### src/rtl/cpu_pkg.sv
// Shared constants for the CPU core and its downstream stages.
// Holds the out_bcd FSM encodings and the double-dabble digit constants.
package cpu_pkg;

    localparam int BCD_DIGIT_W = 4;
    localparam logic [BCD_DIGIT_W-1:0] BCD_ADD3_THRESH = 4'd5;

    localparam logic [1:0] OUT_BCD_IDLE  = 2'd0;
    localparam logic [1:0] OUT_BCD_SHIFT = 2'd1;
    localparam logic [1:0] OUT_BCD_DONE  = 2'd2;

    // Largest decimal range (10**n) a digit count can represent, for sizing checks.
    function automatic longint unsigned pow10(input int n);
        longint unsigned r;
        r = 1;
        for (int i = 0; i < n; i++) r = r * 10;
        return r;
    endfunction

endpackage

### src/rtl/out_bcd_if.sv
// Bus between the CPU output register and the BCD display converter.
// master = producer of the binary word, slave = the converter.
interface out_bcd_if #(
    parameter int DATA_WIDTH = 16,
    parameter int DIGITS     = 5
);
    logic [DATA_WIDTH-1:0] in;
    logic [4*DIGITS-1:0]   bcd;
    logic                  neg;
    logic                  busy;
    logic                  done;

    modport master (output in, input bcd, neg, busy, done);
    modport slave  (input in, output bcd, neg, busy, done);
endinterface

### src/rtl/out_bcd_digit_adj.sv
// One double-dabble digit correction: digits of 5 or more get 3 added
// before the shift so they carry correctly into the next decimal place.
module bcd_digit_adj
    import cpu_pkg::*;
(
    input  logic [BCD_DIGIT_W-1:0] d,
    output logic [BCD_DIGIT_W-1:0] q
);
    assign q = (d >= BCD_ADD3_THRESH) ? d + 4'd3 : d;
endmodule

### src/rtl/out_bcd.sv
// Sequential binary-to-BCD converter (double dabble, one bit per clock).
// Define OUT_BCD_SIGNED_EN to treat the input as two's complement.
module out_bcd
    import cpu_pkg::*;
#(
    parameter int DATA_WIDTH = 16,
    parameter int DIGITS     = 5
) (
    input  logic      clk,
    input  logic      rst_n,
    out_bcd_if.slave  bus
);
    localparam int WORK_W = BCD_DIGIT_W * DIGITS;
    localparam int CNT_W  = $clog2(DATA_WIDTH + 1);

    if (pow10(DIGITS) < (longint'(1) << DATA_WIDTH)) begin : g_digits_too_few
        $error("out_bcd: DIGITS too small for DATA_WIDTH");
    end

    logic [1:0]            state;
    logic [DATA_WIDTH-1:0] last;
    logic [DATA_WIDTH-1:0] sh;
    logic [WORK_W-1:0]     work;
    logic [WORK_W-1:0]     work_adj;
    logic [CNT_W-1:0]      cnt;
    logic                  sign_q;
    logic [WORK_W-1:0]     bcd_q;
    logic                  neg_q;
    logic                  done_q;

    logic                  in_sign;
    logic [DATA_WIDTH-1:0] in_mag;
    logic [WORK_W+DATA_WIDTH-1:0] shifted;

`ifdef OUT_BCD_SIGNED_EN
    // Negating the most negative value wraps to itself, which read unsigned is its magnitude.
    assign in_sign = bus.in[DATA_WIDTH-1];
    assign in_mag  = in_sign ? (~bus.in + 1'b1) : bus.in;
`else
    assign in_sign = 1'b0;
    assign in_mag  = bus.in;
`endif

    for (genvar g = 0; g < DIGITS; g++) begin : g_adj
        bcd_digit_adj u_adj (
            .d (work[g*BCD_DIGIT_W +: BCD_DIGIT_W]),
            .q (work_adj[g*BCD_DIGIT_W +: BCD_DIGIT_W])
        );
    end

    assign shifted = {work_adj, sh} << 1;

    always_ff @(posedge clk or negedge rst_n) begin
        if (!rst_n) begin
            state  <= OUT_BCD_IDLE;
            last   <= '0;
            sh     <= '0;
            work   <= '0;
            cnt    <= '0;
            sign_q <= 1'b0;
            bcd_q  <= '0;
            neg_q  <= 1'b0;
            done_q <= 1'b0;
        end else begin
            done_q <= 1'b0;
            case (state)
                OUT_BCD_IDLE: begin
                    if (bus.in != last) begin
                        last   <= bus.in;
                        sh     <= in_mag;
                        sign_q <= in_sign;
                        work   <= '0;
                        cnt    <= CNT_W'(DATA_WIDTH);
                        state  <= OUT_BCD_SHIFT;
                    end
                end
                OUT_BCD_SHIFT: begin
                    work <= shifted[WORK_W+DATA_WIDTH-1:DATA_WIDTH];
                    sh   <= shifted[DATA_WIDTH-1:0];
                    cnt  <= cnt - 1'b1;
                    if (cnt == CNT_W'(1)) state <= OUT_BCD_DONE;
                end
                OUT_BCD_DONE: begin
                    bcd_q  <= work;
                    neg_q  <= sign_q;
                    done_q <= 1'b1;
                    state  <= OUT_BCD_IDLE;
                end
                default: state <= OUT_BCD_IDLE;
            endcase
        end
    end

    assign bus.bcd  = bcd_q;
    assign bus.neg  = neg_q;
    assign bus.done = done_q;
    assign bus.busy = (state != OUT_BCD_IDLE);

endmodule

### src/flat_wrapper.sv
// flat-port wrapper written by rule: the top's interface ports become plain ports
module out_bcd_flat import cpu_pkg::*;
#(
    parameter int DATA_WIDTH = 16,
    parameter int DIGITS     = 5
)
  (clk, rst_n, bus_in, bus_bcd, bus_neg, bus_busy, bus_done);
  out_bcd_if #(.DATA_WIDTH(DATA_WIDTH), .DIGITS(DIGITS)) bus_i ();
  input  logic clk;
  input  logic rst_n;
  input wire logic [$bits(bus_i.in)-1:0] bus_in;
  output wire logic [$bits(bus_i.bcd)-1:0] bus_bcd;
  output wire logic [$bits(bus_i.neg)-1:0] bus_neg;
  output wire logic [$bits(bus_i.busy)-1:0] bus_busy;
  output wire logic [$bits(bus_i.done)-1:0] bus_done;
  assign bus_i.in = bus_in;
  assign bus_bcd = bus_i.bcd;
  assign bus_neg = bus_i.neg;
  assign bus_busy = bus_i.busy;
  assign bus_done = bus_i.done;
  out_bcd #(.DATA_WIDTH(DATA_WIDTH), .DIGITS(DIGITS)) u_core (.clk(clk), .rst_n(rst_n), .bus(bus_i));
endmodule
### config.mk
export PLATFORM = sky130hd
export DESIGN_NAME = out_bcd_flat
export DESIGN_NICKNAME = d
export VERILOG_FILES = /design/src/rtl/cpu_pkg.sv /design/src/rtl/out_bcd_if.sv /design/src/rtl/out_bcd_digit_adj.sv /design/src/rtl/out_bcd.sv /design/src/flat_wrapper.sv
export SDC_FILE = /design/constraint.sdc
export NUM_CORES = 1
export LEC_CHECK = 0
export ABC_AREA = 0
export CORE_UTILIZATION = 51
export CTS_BUF_LIST = sky130_fd_sc_hd__clkbuf_8 sky130_fd_sc_hd__clkbuf_16
export DETAILED_ROUTE_END_ITERATION = 10
export PLACE_DENSITY = 0.86
export SETUP_SLACK_MARGIN = 0.2
export SLEW_MARGIN = 10
export SYNTH_ARGS = -nofsm -noshare
export SYNTH_HDL_FRONTEND = slang
export SYNTH_SLANG_ARGS = --single-unit
### constraint.sdc
create_clock -name clk -period 1.84 [get_ports clk]
set_input_delay 0.368 -clock clk [delete_from_list [all_inputs] [get_ports clk]]
set_output_delay 0.368 -clock clk [all_outputs]
set_load 0.05 [all_outputs]
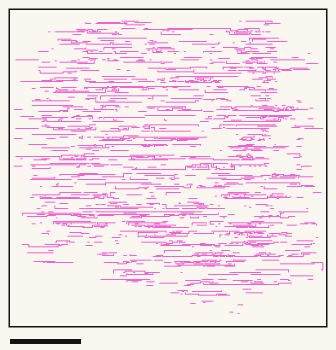
Fig. 1. Signal wires on met1 (run 1).
Bar = 20 um.
main direction = horizontal
nets with wire on the layer = 401
share of all routed wire = 43%

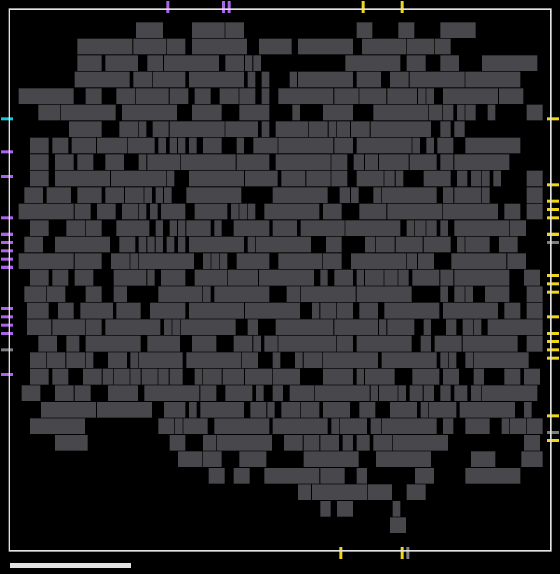
Fig. 2. I/O pins on the die edge (run 1).
Bar = 20 um. Pins as bars across the die edge, other pins in gray.
bus_in -> purple  # pins 16, direction input, edge 13 left, 3 top
bus_bcd -> yellow  # pins 20, direction output, edge 16 right, 2 top, 2 bottom
clk -> cyan  # pins 1, direction input, edge left
all pins by edge = 18 right, 15 left, 5 top, 3 bottom

==> impl_metrics.yaml, run 1 <==
# physical design summary
floorplan:
  coreArea_um2: 7290
  rows: 31
  fp_util_pct: 52.9
  die_height_um: 89.0
  chipWidth_um: 89.0
  ios: 41
clock_network:
  clkSinkCount: 80
  cts_max_level: 3
  cts_root_buffer: "clkbuf_8"
  cts_made_buffers: 9
  clk_pin_slew_worst_paths_ns: 0.08
  cts_tree: "yes"
detailed_routing:
  vias: 2874
  dr.pass1.iters: 4
  drt-initial-drc-count: 158
  antenna_left: 0
  drt_wl_total_mm: 8.58
  drc: 0
  wire_per_inst_um: 16.1
final_timing:
  fin_ws_ns: -0.118
  slew_viol_final: 0
  fin_crit_ns: 1.96
  hold_violations: 0
  period_used_pct: 106
  setup_viol: 49
  max_clock_freq_mhz: 511
logic_synthesis:
  netlist_top_cells_area: "dfrtp_1 52%, mux2_2 8.5%, nand2_1 6.7%"
  yosys-stat-area_um2: 3860
  synth-edff-count: 0
  async_reset_ff_share_pct: 100
  yosys.stat.seqShare_pct: 51.9
  yosysWarnings: 0
  ys_cells: 350
  synth.avg_cell_area_um2: 11.0
  synth_cells: 350
  synthesis.nets: 380
  syn_area_um2: 3860
  synth_cell_types: 39
  synth-main-ff-cell: "dfrtp_1"
  ys.flops: 80
pwr:
  power.internal_mw: 4.99
  finalPower_mw: 8.50
  p_comb_share_pct: 50.2
  netSwitchingFraction_pct: 41.3
worst_setup_path:
  crit_family: "simple AND/OR/NAND/NOR gates"
  max_stage_delay_ns: 0.41
  worstPathCellList: "xor2_1, nor4_2, buf_4, nand4_1, nand2_2, buf_12, mux2_2"
  crit_arrival_ns: 2.19
  worst-setup-path-type: "flip-flop to flip-flop"
  worstSetupStartpointType: "flip-flop"
  path_buffers: 2
  cp_slowest_cell: "dfrtp_1"
  cp-end-kind: "flip-flop"
  reg2reg_to: "u_core.last[14]"
  regToRegSetupSlack_ns: -0.12
final_layout:
  final_cell_mix: "78 x dfrtp_1, 69 x nand2_1, 51 x buf_4"
  drive_gt1_share_pct: 34.2
  area_growth_pct: 30.3
  fillers: 532
  nets: 458
  layout_top_cell: "dfrtp_1"
hold_path:
  hold_start: "bus_in[0]"
  hold_class: "input port to flip-flop"
  hold_depth: 3
status:
  violations: "negative setup slack"
  status: "finished with violations"
placed_design:
  hpwl_mm: 5.41
  place_congestion: 0.822
  io_buffers: 39
  post_dp_cell_area_um2: 4480
global_route:
  grt_antenna_before_repair: 0
  grt_pass1_wl_mm: 13.9
  grt_pass1_vias: 2986
  overflow: 0
  grt_max_degree: 39
job:
  tool_warnings: 35
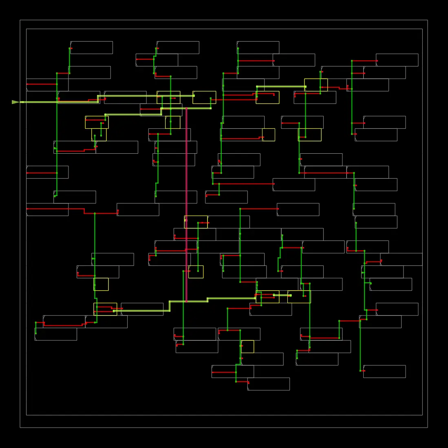
Fig. 3. Clock nets (run 1).
worst skew pair latency: 0.35 ns
Seq Cell Count: 80
CLK BUF: 10
Worst Clk Skew: 0.0101 ns
P_clk: 1.21 mW

-- run 1: through the flow --
| step | instances | hold WS (ns) | setup slack [ns] |
|---|---|---|---|
| after floorplan | 350 | 0.0724 | 0.0346 |
| after global placement | 500 | 0.280 | -0.686 |
| after detailed placement | 500 | 0.286 | -0.755 |
| after CTS | 525 | 0.419 | -0.0828 |
| after global routing | 532 | 0.444 | -0.162 |
| final | 532 | 0.430 | -0.118 |
-- run 1: cell families (layout without fill, tap and decap cells) --
logic type	Yosys count	after routing	synth area share [%]
AND/OR/NAND/NOR	92	92	10.7
buffers and inverters	32	114	4.25
other	1	1	0.0972
AND-OR/OR-AND	65	66	10.1
XOR/XNOR	27	27	6.13
flip-flops	80	80	51.9
multiplexers	41	41	12.9
adder cells (fa/ha/maj)	12	12	3.89
-- run 1: layout make-up --
class / instances / area [um2] / share of cell area (%)
sequential: 80 / 2000 / 39.9
multi-input combinational: 239 / 1900 / 37.7
timing repair buffer: 81 / 752 / 15.0
clock buffer: 10 / 138 / 2.74
tap: 99 / 124 / 2.46
inverter: 17 / 63.8 / 1.27
clock inverter: 6 / 50.0 / 0.996
-- run 1: layer usage --
| metal | part of all wire [%] | vias up | GRT usage (%) |
|---|---|---|---|
| met4 | 2.1 | 0 | 6.64 |
| met3 | 3.2 | 15 | 5.63 |
| li1 | - | 1349 | - |
| met1 | 43 | 1436 | 28.7 |
| met2 | 52 | 74 | 40.8 |
| met5 | 0 | - | 0 |
-- run 1: synthesized netlist by cell type (all sizes together) (3+ instances only) --
| master | instances |
|---|---|
| dfrtp | 80 |
| nand2 | 70 |
| mux2 | 39 |
| o21ai | 24 |
| inv | 17 |
| xor2 | 17 |
| a21oi | 16 |
| ha | 12 |
| o22ai | 10 |
| xnor2 | 10 |
| clkbuf | 8 |
| buf | 7 |
| nand2b | 6 |
| a31oi | 5 |
| nor4 | 5 |
| a22o | 4 |
| nor3b | 3 |
-- run 1: flip-flops by register name, indices dropped and copies added, names as in the netlist --
signal,count
u_core.bus.bcd,20
u_core.bus.done,1
u_core.cnt,5
u_core.last,16
u_core.sh,16
u_core.state,2
u_core.work,20
-- run 1: worst max-delay path by stage --
stage | startpoint | endpoint | depth (start not counted)
after floorplan | bus_in[11] | u_core.last[10] | 6
after global placement | bus_in[13] | u_core.sh[15] | 7
after detailed placement | bus_in[5] | u_core.sh[2] | 7
after CTS | u_core.last[4] | u_core.sh[9] | 7
after global routing | u_core.last[5] | u_core.last[14] | 7
final | u_core.last[11] | u_core.last[14] | 7
-- run 1: power groups by stage --
stage / Combinational (mW) / Sequential (mW) / Clock (mW)
after floorplan: 2.30 / 3.37 / 0
after global placement: 3.46 / 2.96 / 0
after detailed placement: 3.62 / 3.02 / 0
after CTS: 4.02 / 3.00 / 1.23
after global routing: 4.63 / 3.11 / 1.32
final: 4.27 / 3.03 / 1.21
-- run 1: repair_timing --
action / in CTS / in global routing
setup endpoints to repair: 61 / 59
hold buffers: 1 / 0
setup buffers: 5 / 7
pin swaps: 6 / 10
endpoints found under the hold margin: 21 / 0
gates cloned: 3 / 0
resized: 51 / 11
==> run 2, diff against run 1 <==
- CORE_MARGIN: not set -> 5
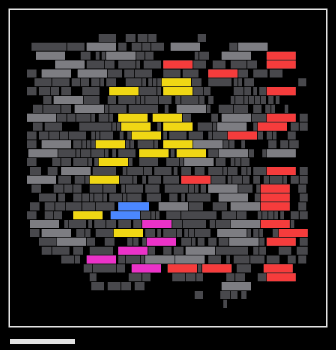
Fig. 4. Where the registers sit (run 2).
Bar = 20 um. Other sequential cells in the stronger gray, the rest of the logic in the fainter gray.
u_core.state -> blue  # placed flops 2
u_core.bus.bcd -> red  # placed flops 20
u_core.sh -> yellow  # placed flops 16
u_core.cnt -> magenta  # placed flops 5, where bottom center
not colored = 37
Sequential Area: 2000 um2
final core utilization: 71.3%

==> run 2 against run 1 <==
The flow still finishes with violations (negative setup slack). Sequential power is essentially flat. Die size is 19% higher. Largest power group unchanged. Synthesized area unchanged. Clock skew up 0.0021 ns. Via count increased by 2.9%. Critical path depth grew 1.
==> impl_metrics.yaml, run 2 <==
# physical design summary
logic_synthesis:
  yosys.stat.seqShare_pct: 51.9
  adder_share_pct: 3.89
  yosys-stat-area_um2: 3860
  netlist_top_cells_area: "dfrtp_1 52%, mux2_2 8.5%, nand2_1 6.7%"
  mux_share_pct: 12.9
  ys_cells: 350
  simple_gate_share_pct: 10.7
  synth-main-ff-cell: "dfrtp_1"
  synth_top_cell_by_count: "dfrtp_1"
  synth_cell_types: 39
  async_reset_ff_share_pct: 100
  synth_cells: 350
  synthesis.nets: 380
  ys.flops: 80
  ys_sh_xor_pct: 6.13
  synth.avg_cell_area_um2: 11.0
final_timing:
  skew_ns: 0.0122
  fin_ws_ns: -0.122
  setup_viol: 43
  fin_crit_ns: 1.96
floorplan:
  die_height_um: 97.0
  ios: 41
placed_design:
  detailedPlace.worstSlack_ns: -0.754
  place_congestion: 0.866
  io_buffers: 39
detailed_routing:
  drt_wl_total_mm: 9.29
  antenna_left: 0
  drc: 0
worst_setup_path:
  cp-end-kind: "flip-flop"
  worstSetupStartpointType: "flip-flop"
final_layout:
  area_growth_pct: 34.7
  final_cell_mix: "79 x dfrtp_1, 69 x nand2_1, 52 x buf_4"
  layout_top_cell: "dfrtp_1"
global_route:
  grt_pass1_wl_mm: 15.6
status:
  violations: "negative setup slack"
  status: "finished with violations"
hold_path:
  hold_class: "input port to async pin"
clock_network:
  cts_max_level: 3
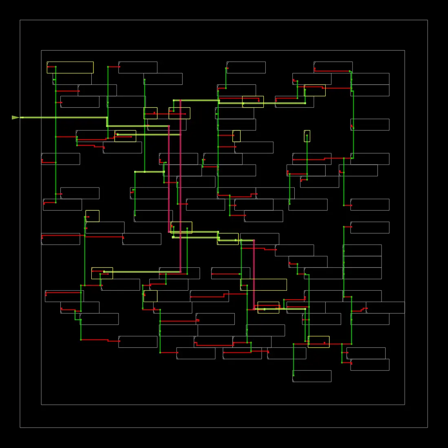
Fig. 5. Clock nets (run 2).
Num CTS Buffers: 9
worst skew pair latency: 0.36 ns
CLK BUF: 9
CTS Sinks: 80
P_clk: 1.43 mW

run 2: cell count changes in the layout (fill, tap and decap cells not counted), sizes merged:
cell           before  now
buf                61   71
bufinv              0    2
clkdlybuf4s50       3    2
clkbuf             11   10
clkinvlp            2    0
clkinv              1    3
inv                20   19
run 2: layout make-up:
| type | instances | area, um2 |
|---|---|---|
| tap | 99 | 124 |
| multi-input combinational | 239 | 1920 |
| inverter | 17 | 63.8 |
| fill | 503 | 2090 |
| timing repair buffer | 90 | 871 |
| sequential | 80 | 2000 |
| clock inverter | 7 | 95.1 |
| clock buffer | 9 | 124 |
run 2: metal layers:
| metal | vias to the layer above | wire length, um | global-route usage [%] |
|---|---|---|---|
| met5 | - | 0 | 0 |
| met4 | 0 | 191 | 6.91 |
| met3 | 16 | 491 | 5.32 |
| met2 | 94 | 4810 | 34.8 |
| met1 | 1484 | 3790 | 24.3 |
| li1 | 1363 | - | - |
run 2: worst paths after layout:
path / cells after the start / slack (ns) / end
max: 8 / -0.12 / u_core.last[15]
min: 2 / 0.42 / u_core.bus.done
max reg2reg: 8 / -0.12 / u_core.last[15]
min reg2reg: 2 / 0.49 / u_core.bus.bcd[5]
max in group asynchronous: 3 / 0.80 / u_core.last[12]
min in group clk: 3 / 0.45 / u_core.sh[0]
run 2: per-stage QoR:
| step | std cells | total power [mW] | hold WS [ns] | instance area, um2 |
|---|---|---|---|---|
| finish | 541 | 8.92 | 0.422 | 5200 |
| global route | 541 | 9.45 | 0.462 | 5200 |
| CTS | 536 | 8.68 | 0.417 | 5120 |
| detailed placement | 504 | 6.64 | 0.263 | 4500 |
| global placement | 504 | 6.43 | 0.261 | 4500 |
| floorplan | 350 | 5.66 | 0.0724 | 3880 |
run 2: worst max-delay path: stages (launching register included):
cell	delay [ns]
dfrtp_1	0.39
xor2_1	0.16
nor4_2	0.28
buf_4	0.17
nand4_1	0.16
nand2_2	0.15
buf_12	0.12
buf_16	0.13
mux2_4	0.30
run 2: timing repair:
action / CTS / global route
gates cloned: 4 / 0
hold buffers: 1 / 0
setup buffers: 11 / 5
setup endpoints to repair: 60 / 68
resized: 71 / 10
hold endpoints to repair: 18 / 0
pin swaps: 13 / 9
run 2: power breakdown:
part	leakage (nW)	switching [mW]	total, mW	internal (mW)
Sequential	1.01	0.552	3.02	2.47
Combinational	1.47	2.35	4.47	2.12
Clock	0.115	0.664	1.43	0.766
Total	2.59	3.56	8.92	5.36
run 2: kinds of logic (layout without fill, tap and decap cells):
| family | Yosys count | count (layout) |
|---|---|---|
| other cells | 1 | 1 |
| xor+xnor | 27 | 27 |
| simple gates | 92 | 92 |
| buf+inv | 32 | 123 |
| fa+ha+maj | 12 | 12 |
| flops | 80 | 80 |
| mux | 41 | 41 |
| compound gates | 65 | 66 |
Power is estimated from default activity; no workload was simulated.
